### Clock wiring as the flow saved it, run 1

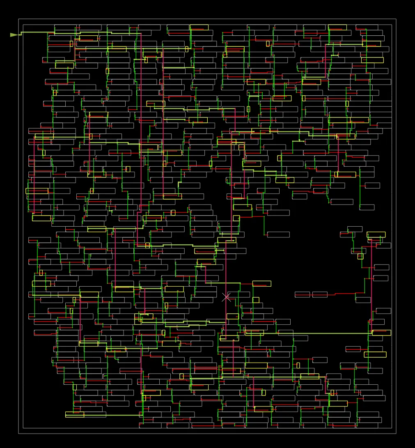
### Placed cells, one color a class, run 1

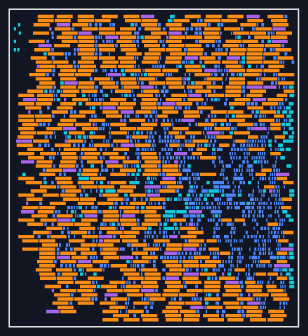
### Routed clock nets over the placement, run 1

Scale bar: 50 microns.
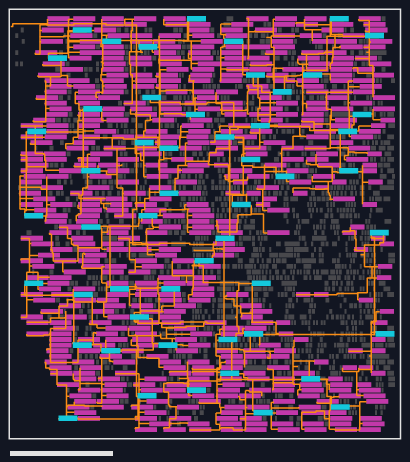
===== config.mk =====
export PLATFORM = sky130hd
export DESIGN_NAME = qs_srt_stack
export DESIGN_NICKNAME = d
export VERILOG_FILES = /design/src/rtl/qs_srt_stack.sv
export SDC_FILE = /design/constraint.sdc
export NUM_CORES = 1
export LEC_CHECK = 0
export ABC_AREA = 1
export ABC_CLOCK_PERIOD_IN_PS = 4000
export CAP_MARGIN = 20
export CORE_ASPECT_RATIO = 1.1
export CORE_MARGIN = 2
export CORE_UTILIZATION = 60
export DETAILED_ROUTE_END_ITERATION = 6
export PLACE_DENSITY_LB_ADDON = 0.15
export SYNTH_ARGS = -nofsm -noshare
export SYNTH_HDL_FRONTEND = slang
export SYNTH_SLANG_ARGS = --single-unit

===== constraint.sdc =====
create_clock -name clk -period 4 [get_ports clk]
set_clock_uncertainty 0.2 [all_clocks]
set_input_delay 0.4 -clock clk [delete_from_list [all_inputs] [get_ports clk]]
set_output_delay 0.4 -clock clk [all_outputs]
set_load 0.03 [all_outputs]

===== src/rtl/qs_srt_stack.sv =====
// Multi-bank LIFO stack for qs sort PUSH/POP and CALL/RET; pop response registered (1 cycle).
// cmd_rdy drops while an unconsumed response is held; define QS_SRT_STACK_XCHG_EN for push+pop exchange.
module qs_srt_stack #(
    parameter int W       = 8,
    parameter int N       = 16,
    parameter int BANKS_N = 4,
    localparam int BW     = (BANKS_N > 1) ? $clog2(BANKS_N) : 1,
    localparam int PW     = $clog2(N) + 1
) (
    input  logic               clk,
    input  logic               rst,
    input  logic               cmd_vld,
    input  logic [BW-1:0]      cmd_bank,
    input  logic               cmd_push,
    input  logic               cmd_pop,
    input  logic [W-1:0]       cmd_data,
    output logic               cmd_rdy,
    output logic               rsp_vld,
    output logic [BW-1:0]      rsp_bank,
    output logic [W-1:0]       rsp_data,
    input  logic               rsp_rdy,
    input  logic               flush,
    input  logic [BW-1:0]      flush_bank,
    output logic [BANKS_N-1:0] empty_r,
    output logic [BANKS_N-1:0] full_r,
    output logic               err_ovf_r,
    output logic               err_unf_r,
    output logic               err_cmd_r
);

    localparam int AW = $clog2(N);
    localparam logic [PW-1:0] PTR_FULL = PW'(N);

    logic [W-1:0]       mem_q [BANKS_N][N];
    logic [PW-1:0]      ptr_q [BANKS_N];
    logic [PW-1:0]      ptr_d [BANKS_N];
    logic [BANKS_N-1:0] empty_q, empty_d, full_q, full_d;
    logic               rsp_vld_q, rsp_vld_d;
    logic [BW-1:0]      rsp_bank_q, rsp_bank_d;
    logic [W-1:0]       rsp_data_q, rsp_data_d;
    logic               err_ovf_q, err_ovf_d, err_unf_q, err_unf_d, err_cmd_q, err_cmd_d;

    logic               cmd_acc, cmd_live;
    logic [PW-1:0]      top, top_m1;
    logic [W-1:0]       top_data;
    logic               wr_en;
    logic [AW-1:0]      wr_idx;

    assign cmd_rdy = !rsp_vld_q | rsp_rdy;

    always_comb begin
        cmd_acc    = cmd_vld & cmd_rdy;
        // A flush of the addressed bank swallows the command: handshake completes, nothing else happens.
        cmd_live   = cmd_acc & !(flush && (flush_bank == cmd_bank));
        top        = ptr_q[cmd_bank];
        top_m1     = top - PW'(1);
        top_data   = mem_q[cmd_bank][top_m1[AW-1:0]];
        wr_en      = 1'b0;
        wr_idx     = top[AW-1:0];
        rsp_vld_d  = rsp_vld_q & !rsp_rdy;
        rsp_bank_d = rsp_bank_q;
        rsp_data_d = rsp_data_q;
        err_ovf_d  = err_ovf_q;
        err_unf_d  = err_unf_q;
        err_cmd_d  = err_cmd_q;
        for (int b = 0; b < BANKS_N; b++) ptr_d[b] = ptr_q[b];

        if (cmd_live) begin
            if (cmd_push && !cmd_pop) begin
                if (top == PTR_FULL) begin
                    err_ovf_d = 1'b1;
                end else begin
                    wr_en           = 1'b1;
                    ptr_d[cmd_bank] = top + PW'(1);
                end
            end else if (cmd_pop && !cmd_push) begin
                rsp_vld_d  = 1'b1;
                rsp_bank_d = cmd_bank;
                if (top == '0) begin
                    rsp_data_d = '0;
                    err_unf_d  = 1'b1;
                end else begin
                    rsp_data_d      = top_data;
                    ptr_d[cmd_bank] = top_m1;
                end
            end else if (cmd_push && cmd_pop) begin
`ifdef QS_SRT_STACK_XCHG_EN
                rsp_vld_d  = 1'b1;
                rsp_bank_d = cmd_bank;
                if (top == '0) begin
                    rsp_data_d = cmd_data;
                end else begin
                    rsp_data_d = top_data;
                    wr_en      = 1'b1;
                    wr_idx     = top_m1[AW-1:0];
                end
`else
                err_cmd_d = 1'b1;
`endif
            end
        end

        if (flush) ptr_d[flush_bank] = '0;
        for (int b = 0; b < BANKS_N; b++) begin
            empty_d[b] = (ptr_d[b] == '0);
            full_d[b]  = (ptr_d[b] == PTR_FULL);
        end
    end

    always_ff @(posedge clk) begin
        if (rst) begin
            for (int b = 0; b < BANKS_N; b++) ptr_q[b] <= '0;
            empty_q    <= '1;
            full_q     <= '0;
            rsp_vld_q  <= 1'b0;
            rsp_bank_q <= '0;
            rsp_data_q <= '0;
            err_ovf_q  <= 1'b0;
            err_unf_q  <= 1'b0;
            err_cmd_q  <= 1'b0;
        end else begin
            for (int b = 0; b < BANKS_N; b++) ptr_q[b] <= ptr_d[b];
            empty_q    <= empty_d;
            full_q     <= full_d;
            rsp_vld_q  <= rsp_vld_d;
            rsp_bank_q <= rsp_bank_d;
            rsp_data_q <= rsp_data_d;
            err_ovf_q  <= err_ovf_d;
            err_unf_q  <= err_unf_d;
            err_cmd_q  <= err_cmd_d;
        end
    end

    // Storage carries no reset; pointers alone define valid contents.
    always_ff @(posedge clk) begin
        if (wr_en) mem_q[cmd_bank][wr_idx] <= cmd_data;
    end

    assign rsp_vld   = rsp_vld_q;
    assign rsp_bank  = rsp_bank_q;
    assign rsp_data  = rsp_data_q;
    assign empty_r   = empty_q;
    assign full_r    = full_q;
    assign err_ovf_r = err_ovf_q;
    assign err_unf_r = err_unf_q;
    assign err_cmd_r = err_cmd_q;

endmodule


==> job_summary.md, run 1 <==
### Flow metrics

| Metric | Value |
|---|---|
| Status | `finished with violations` |
| Violated checks | `DRC` |
| Critical Path End Type | `register` |
| Worst hold path class | `in -> reg` |
| Internal power | `9327 uW` |
| 1st-iter DRT viols | `1708` |
| CTS tree | `built` |
| Vias | `15330` |
| Top-count cell post-synth | `edfxtp_1` |
| Post-CTS Setup Bufs | `0` |
| Fraction of final layout cells sized beyond drive strength 1 | `0.1380` |
| Non-Filler Instances | `2451` |
| CP Cell Sequence | `clkdlybuf4s50_1 > buf_12 > inv_4 > nand3_1 > nand2_1 > nor2_4 > buf_12 > ha_1 > inv_1 > xor2_2 > buf_4 > nand3_1 > nand3_1 > nand3_1 > o21bai_2 > nand2_1 > nor2_1` |
| # diodes | `0` |
| Most numerous logic cells after layout | `edfxtp_1, nand2_1, nor2_1, o22ai_1, nand3_1` |
| Synth warn | `0` |
| Max-slew headroom | `0.2856` |
| Fin. Hold Viols | `0` |
| Net Sw Frac | `0.2249` |
| Ys async rst share | `0` |
| CTS Root Buffer Type | `clkbuf_16` |
| Post_cts resized | `0` |
| Mapped cell area | `22450 sq um` |
| WP depth | `17` |
| Tmin final | `3.087 ns` |
| Placed instance area | `23920 sq um` |
| Vert. Die Dim | `206.9 microns` |
| Total grt overflow | `0` |
| CP required | `4.32 ns` |
| Pin count of the biggest net entering global routing | `82` |
| NetSw | `2706 uW` |
| P&R area growth vs syn | `14.02%` |
| CTS sink cnt | `554` |
| RSZ-0062 raised after global routing | `false` |
| Reg-to-reg setup timing slack | `1.12 ns` |
| PortBufs | `41` |
| Max Root-Sink Buffers | `3` |
| Startpoint Class | `primary input` |
| Antenna violations before repair | `0` |
| Worst r2r dst | `mem_q[1][33]` |
| Placer Congestion | `0.9845` |
| Yosys stat cell total | `1807` |
| VDD IR max | `0.3683 mV` |
| Crit-path max cell delay | `0.51 ns` |
| Mapped Cells | `1807` |
| Library cells used by synthesis | `39` |
| Worst path bufs/invs | `6` |
| Hold slack | `0.2086 ns` |
| Worst Hold Path Cells | `1` |
| All-Layer GR Usage | `0.3072` |
| Reg2Reg Depth | `10` |
| Leakage power | `0.008900 uW` |
| Drt first pass iters | `7` |
| CTS clk-pin slew, worst paths | `0.06 ns` |
| Syn avg cell area | `12.43 sq um` |
| Max Cap Viol | `0` |
| H-tree levels | `2` |
| Core Area | `37040 sq um` |
| Chip Area | `38990 sq um` |
| Combinational power share | `0.068` |
| Vias in the first global route | `14560` |
| Critical path class | `in -> reg` |
| Final period utilization | `0.7718` |
| Residual DRC | `1` |
| Routed wire per std cell | `24.26 microns` |
| Final #Nets | `1943` |
| Final WL | `59460 microns` |
| Highest-count logic cell in the final layout | `edfxtp_1` |
| Share of total power in sequential cells | `0.528` |
| Cell mode on critical path | `nand3_1` |
| Max Fclk | `323.9 MHz` |
| Setup TNS | `0 ns` |
| YS chip area | `22450 sq um` |
| Hold Crit Start | `cmd_data[0]` |
| Maximum fanout along the worst path | `81` |
| Seq cells post-synth | `554` |
| Syn nets | `1834` |
| Io pins | `42` |
| Commonest cells post-synth | `edfxtp_1, nand2_1, nor2_1, o22ai_1, nand3_1` |
| OpenROAD warning count | `32` |
| Dpl hpwl | `37490 microns` |
| CP arrival | `3.41 ns` |
| Final Max Slew Viols | `0` |
| Row count | `74` |
| Slew @ Worst Pin | `1.072 ns` |
| Die X | `188.4 microns` |
| Placed Cells | `2355` |
| Flip-flops with a built-in enable | `512` |
| Seq share, synth | `0.7222` |
| Final core utilization | `0.6912` |
| Via/cell ratio | `6.255` |
| Top cell area share | `0.6848` |
| Clk pwr share | `0.404` |
| Hold-fix buffers, CTS | `1` |
| Crit path capture | `full_r[0]` |
| Cell area after layout | `25600 sq um` |
| First-pass GRT wire length | `89130 microns` |
| CP max stage cell | `clkdlybuf4s50_1` |
| Dominant Register Cell | `edfxtp_1` |
Notes on 'Clock wiring as the flow saved it' above:
cts bufs inserted: 52
Clock Latency Late Sink: 0.59 ns

Notes on 'Placed cells, one color a class' above:
remaining logic cells -> blue  # cells 1154, share of their area 23%
clock drivers and dummy loads -> purple  # cells 95, share of their area 6.7%
sequential cells -> orange  # cells 554, share of their area 65%
remaining buffers and delay cells -> cyan  # cells 154, share of their area 5.3%

Notes on 'Routed clock nets over the placement' above:
clock wires -> orange  # length 5830 microns
clock-net drivers -> cyan  # count 52
flip-flops -> magenta  # count 554
routed clock nets = 53

run 1: kinds of logic (layout without fill, tap and decap cells):
logic type / count (synthesis) / after routing / share of synthesized area
AND/OR/NAND/NOR: 681 / 681 / 0.1360
flip-flops: 554 / 554 / 0.7222
AND-OR/OR-AND: 381 / 381 / 0.1005
buffers and inverters: 180 / 330 / 0.03533
adder cells (fa/ha/maj): 8 / 8 / 0.004458
XOR/XNOR: 3 / 3 / 0.001505
run 1: power groups by stage:
| stage | Sequential [uW] | Clock, uW | Combinational (uW) |
|---|---|---|---|
| after global placement | 6480 | 0 | 791 |
| after CTS | 6350 | 4900 | 806 |
| after global routing | 6350 | 5100 | 872 |
| after floorplan | 6490 | 0 | 425 |
| final | 6350 | 4860 | 819 |
| after detailed placement | 6480 | 0 | 800 |
run 1: layer usage:
layer	routed length (microns)	global-route usage
met3	5175	0.04954
met2	28080	0.4961
met5	0	0
met1	24030	0.4275
met4	2175	0.1161
run 1: registers in the layout, summed over array words and instances (netlist names):
name and flops:
empty_r 4, err_cmd_r 1, err_ovf_r 1, err_unf_r 1
full_r 4, mem_q 512, ptr_q 20, rsp_bank 2
rsp_data 8, rsp_vld 1
run 1: stage by stage:
stage | power, uW | setup WS [ns]
after global routing | 12330 | 0.7121
after global placement | 7267 | 0.4519
after CTS | 12060 | 0.9735
after detailed placement | 7275 | 0.3759
after floorplan | 6915 | 0.9001
final | 12030 | 0.9128
run 1: final cells by class:
cell class                      instances  area (sq um)  share of cell area
Sequential cell                       554         16220              0.6334
Multi-Input combinational cell       1073          5461              0.2133
Timing Repair Buffer                  154          1329             0.05191
Clock buffer                           57          1320             0.05156
Tap cell                              494         618.1             0.02414
Clock inverter                         38         346.6             0.01354
Inverter                               81         309.0             0.01207
### Signal metal coverage by tile, run 1

19 x 21 tiles, from dark blue (low) to red (high), scaled to the fullest tile. Values are wire area over tile area, all layers added.
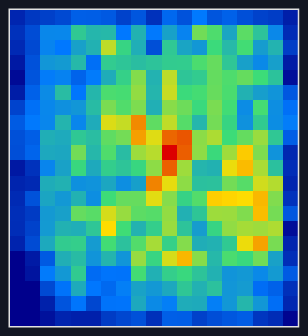

==> run 1 -> run 2 <==
--- a/config.mk
+++ b/config.mk
@@ -6,11 +6,11 @@
 export NUM_CORES = 1
 export LEC_CHECK = 0
 export ABC_AREA = 1
-export ABC_CLOCK_PERIOD_IN_PS = 4000
+export ABC_CLOCK_PERIOD_IN_PS = 2600
 export CAP_MARGIN = 20
 export CORE_ASPECT_RATIO = 1.1
 export CORE_MARGIN = 2
-export CORE_UTILIZATION = 60
+export CORE_UTILIZATION = 56
 export DETAILED_ROUTE_END_ITERATION = 6
 export PLACE_DENSITY_LB_ADDON = 0.15
 export SYNTH_ARGS = -nofsm -noshare
==> constraint.sdc (replaced) <==
create_clock -name clk -period 2.6 [get_ports clk]
set_clock_uncertainty 0.2 [all_clocks]
set_input_delay 0.26 -clock clk [delete_from_list [all_inputs] [get_ports clk]]
set_output_delay 0.26 -clock clk [all_outputs]
set_load 0.03 [all_outputs]
### Signal metal coverage by tile, run 2

19 x 21 tiles, from dark blue (low) to red (high), scaled to the fullest tile. Values are wire area over tile area, all layers added.
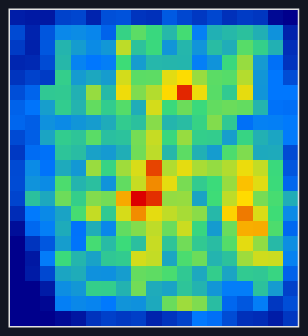
mean over tiles = 0.24
nearly empty tiles = 3.3%
fullest tile = 0.63
tiles over half the peak = 29%
densest ninth of the die = middle

### Clock wiring as the flow saved it, run 2

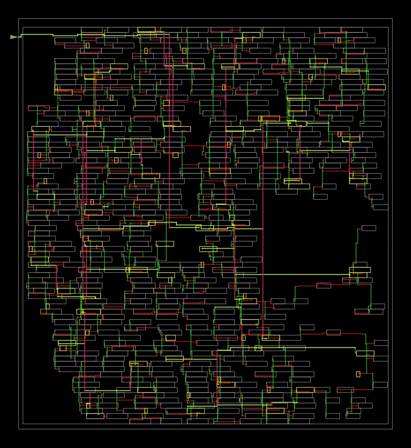
Layout clock buffers: 63
Clock Latency Late Sink: 0.61 ns
seq_cells: 554
CTS sink cnt: 554
clk pwr: 7350 uW

==> run 2 against run 1 <==
Compared with the run above:
- the run now ends clean
- count of clock-buffer cells in the layout is 6 higher
- critical path depth shrank 7
- final cell count rose by 5.5%
- non-clock buffer count increased by 117
- register-to-register slack worse by 1.0 ns
- combinational power is 84% higher
- core utilization rose by 0.42 points
- routed wire length rose by 3.3%
- largest power group unchanged
==> job_summary.md, run 2 <==
### Flow metrics

| Metric | Value |
|---|---|
| Fraction of area in registers | `0.5926 (was 0.6334)` |
| Slew @ Worst Pin | `0.7472 ns (was 1.072 ns)` |
| OpenROAD warning count | `33 (was 32)` |
| Logic area | `6011 sq um (was 5461 sq um)` |
| Top cell area share | `0.6848 (unchanged)` |
| Setup TNS | `0 ns (unchanged)` |
| Highest-count logic cell in the final layout | `edfxtp_1 (unchanged)` |
| Chip Area | `41710 sq um (was 38990 sq um)` |
| Dpl hpwl | `40330 microns (was 37490 microns)` |
| Clock buf/inv share | `0.05973 (was 0.06510)` |
| Maximum fanout along the worst path | `8 (was 81)` |
| Mux area share | `0 (unchanged)` |
| Max Cap Viol | `0 (unchanged)` |
| 1st-iter DRT viols | `1700 (was 1708)` |
| Setup-failing EPs final | `0 (unchanged)` |
| Seq cells post-synth | `554 (unchanged)` |
| Routed wire per std cell | `23.77 microns (was 24.26 microns)` |
| Vert. Die Dim | `214.0 microns (was 206.9 microns)` |
| Share of total power in sequential cells | `0.525 (was 0.528)` |
| P&R area growth vs syn | `21.93% (was 14.02%)` |
| Drt first pass iters | `6 (was 7)` |
| Vias | `15680 (was 15330)` |
| Die X | `194.9 microns (was 188.4 microns)` |
| Most area-hungry cell type in the Yosys netlist | `edfxtp_1 (unchanged)` |
| Final WS setup | `0.08800 ns (was 0.9128 ns)` |
| Final Max Slew Viols | `0 (unchanged)` |
| Repair and plain buffers | `271 (was 154)` |
| Top logic family | `simple AND/OR/NAND/NOR gates (unchanged)` |
| Library cells used by synthesis | `39 (unchanged)` |
| Net Sw Frac | `0.2295 (was 0.2249)` |
| NetSw | `4275 uW (was 2706 uW)` |
| Antenna violations before repair | `0 (unchanged)` |
| Top-count cell post-synth | `edfxtp_1 (unchanged)` |
| Critical Path End Type | `register (unchanged)` |
| Syn avg cell area | `12.43 sq um (unchanged)` |
| Final core utilization | `0.6954 (was 0.6912)` |
| Storage cell area | `16220 sq um (about the same)` |
| CTS Root Buffer Type | `clkbuf_16 (unchanged)` |
| PortBufs | `41 (unchanged)` |
| Placed instance area | `25600 sq um (was 23920 sq um)` |
| Vias in the first global route | `15180 (was 14560)` |
| Combinational power share | `0.081 (was 0.068)` |
| Leakage power | `0.009615 uW (was 0.008900 uW)` |
| Mapped Cells | `1807 (unchanged)` |
| Io pins | `42 (unchanged)` |
| Final WL | `61450 microns (was 59460 microns)` |
| Adder-cell area share of the yosys netlist | `0.004458 (unchanged)` |
| Via/cell ratio | `6.067 (was 6.255)` |
| Init Core Util | `0.5703 (was 0.6063)` |
| CP required | `2.68 ns (was 4.32 ns)` |
| Pwr dens | `680.5 nW/um^2 (was 470.0 nW/um^2)` |
| Basic Gates by Area | `0.1360 (unchanged)` |
| Pin count of the biggest net entering global routing | `65 (was 82)` |
| H-tree levels | `2 (unchanged)` |
| Non-Filler Instances | `2585 (was 2451)` |
| Max-slew headroom | `0.5018 (was 0.2856)` |
| CTS clk-pin slew, worst paths | `0.06 ns (about the same)` |
| Hold slack | `0.03398 ns (was 0.2086 ns)` |
| Internal power | `14360 uW (was 9327 uW)` |
| Mapped cell area | `22450 sq um (unchanged)` |
| Total grt overflow | `0 (unchanged)` |
| Synth warn | `0 (unchanged)` |
| CTS tree | `built (unchanged)` |
| VDD IR max | `0.7099 mV (was 0.3683 mV)` |
| Non-clock inverters | `81 (unchanged)` |
| Largest register FFs | `512 (unchanged)` |
| Reg with most FFs | `mem_q (unchanged)` |
| Compound-Gate Fraction of Synth Area | `0.1005 (unchanged)` |
| Startpoint Class | `register (was primary input)` |
| Final #Nets | `2061 (was 1943)` |
| Commonest cells post-synth | `edfxtp_1, nand2_1, nor2_1, o22ai_1, nand3_1 (unchanged)` |
| All-Layer GR Usage | `0.2971 (was 0.3072)` |
| Cts bufs inserted | `52 (unchanged)` |
| Max Root-Sink Buffers | `3 (unchanged)` |
| Fin. Hold Viols | `0 (unchanged)` |
| Reg-to-reg setup timing slack | `0.09 ns (was 1.12 ns)` |
| Tapcell Cnt | `507 (was 494)` |
| # diodes | `0 (unchanged)` |
| Yosys stat cell total | `1807 (unchanged)` |
| CP arrival | `2.59 ns (was 3.41 ns)` |
| Comb area share | `0.2196 (was 0.2133)` |
| Syn nets | `1834 (unchanged)` |
| Critical path class | `reg -> reg (was in -> reg)` |
| Top cells, area | `edfxtp_1, o22ai_1, nand2_1 (unchanged)` |
| Placer Congestion | `1.053 (was 0.9845)` |
| Overall Power | `18630 uW (was 12030 uW)` |
| First-pass GRT wire length | `93000 microns (was 89130 microns)` |
| Core Area | `39370 sq um (was 37040 sq um)` |
| Tmin final | `2.512 ns` |
| Residual DRC | `0 (was 1)` |
| Pre-CTS setup slack | `-0.5504 ns (was 0.3759 ns)` |
| Most numerous logic cells after layout | `edfxtp_1, nand2_1, buf_4, o22ai_1, nor2_1 (was edfxtp_1, nand2_1, nor2_1, o22ai_1, nand3_1)` |
| Worst hold path class | `in -> reg (unchanged)` |
| Comb gates | `1074 (was 1073)` |
| XOR Share, Synth | `0.001505 (unchanged)` |
| NonClk Buf Share | `0.09355 (was 0.05191)` |
| Row count | `76 (was 74)` |
| Dominant Register Cell | `edfxtp_1 (unchanged)` |
| Biggest Area Class | `flip-flops and latches (unchanged)` |
| Status | `finished clean (was finished with violations)` |
| Ys async rst share | `0 (unchanged)` |
| Seq share, synth | `0.7222 (unchanged)` |
| Routed Antenna Nets | `0 (unchanged)` |
| YS chip area | `22450 sq um (unchanged)` |
| Fraction of final layout cells sized beyond drive strength 1 | `0.2295 (was 0.1380)` |
| Clk pwr share | `0.394 (was 0.404)` |
| Placed Cells | `2478 (was 2355)` |
| Final period utilization | `0.9662` |
| Cell area after layout | `27380 sq um (was 25600 sq um)` |
| Flip-flops with a built-in enable | `512 (unchanged)` |
| Layout fillers | `2790 (was 2620)` |
| Max Fclk | `398.1 MHz` |
### Placed cells, one color a class, run 2

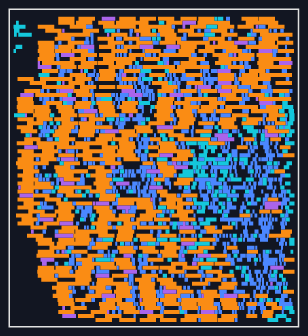
remaining logic cells -> blue  # cells 1155, share of their area 24%
sequential cells -> orange  # cells 554, share of their area 61%
remaining buffers and delay cells -> cyan  # cells 271, share of their area 9.6%
clock drivers and dummy loads -> purple  # cells 98, share of their area 6.1%

[run 2: path summary, 6_finish.rpt]
| check | startpoint | end | cells past startpoint |
|---|---|---|---|
| worst max-delay path | ptr_q[1][0] | mem_q[0][96] | 10 |
| worst min-delay path | cmd_data[5] | mem_q[0][93] | 1 |
| worst max register to register | ptr_q[1][0] | mem_q[0][96] | 10 |
| worst min register to register | err_cmd_r | err_cmd_r | 2 |
[run 2: timing repair]
action / CTS / global route
hold buffers: 3 / 0
endpoints found under the hold margin: 97 / 0
cloned: 0 / 1
resized: 2 / 20
endpoints found under the setup margin: 6 / 203
buffers inserted: 0 / 5
pin swaps: 0 / 5
[run 2: worst max-delay path, cell delays in order, from the launching register on]
cell     delay (ns)
dfxtp_1        0.38
nand3_1        0.10
nand2_1        0.12
nor2_4         0.09
ha_4           0.19
buf_12         0.12
nand4_4        0.10
nand2_4        0.09
nor2_4         0.26
nand2_2        0.23
nor2_4         0.30
[run 2: cells by family (layout without fill, tap and decap cells)]
family | count (synthesis) | after routing
buffers and inverters | 180 | 450
XOR/XNOR | 3 | 3
AND/OR/NAND/NOR | 681 | 682
flip-flops | 554 | 554
adder cells (fa/ha/maj) | 8 | 8
AND-OR/OR-AND | 381 | 381
[run 2: power groups by stage]
stage / combinational, uW / clock (uW) / sequential (uW)
after detailed placement: 1460 / 0 / 9960
after floorplan: 690 / 0 / 9980
after global placement: 1440 / 0 / 9960
after CTS: 1470 / 7420 / 9770
after global routing: 1620 / 7760 / 9770
final: 1510 / 7350 / 9770
[run 2: metal layers]
layer	track usage	routed length, microns
met5	0	0
met4	0.1262	2361
met3	0.04152	5016
met2	0.4668	28950
met1	0.4212	25120
Power figures rest on the tool's default switching activity, not on a simulated workload.
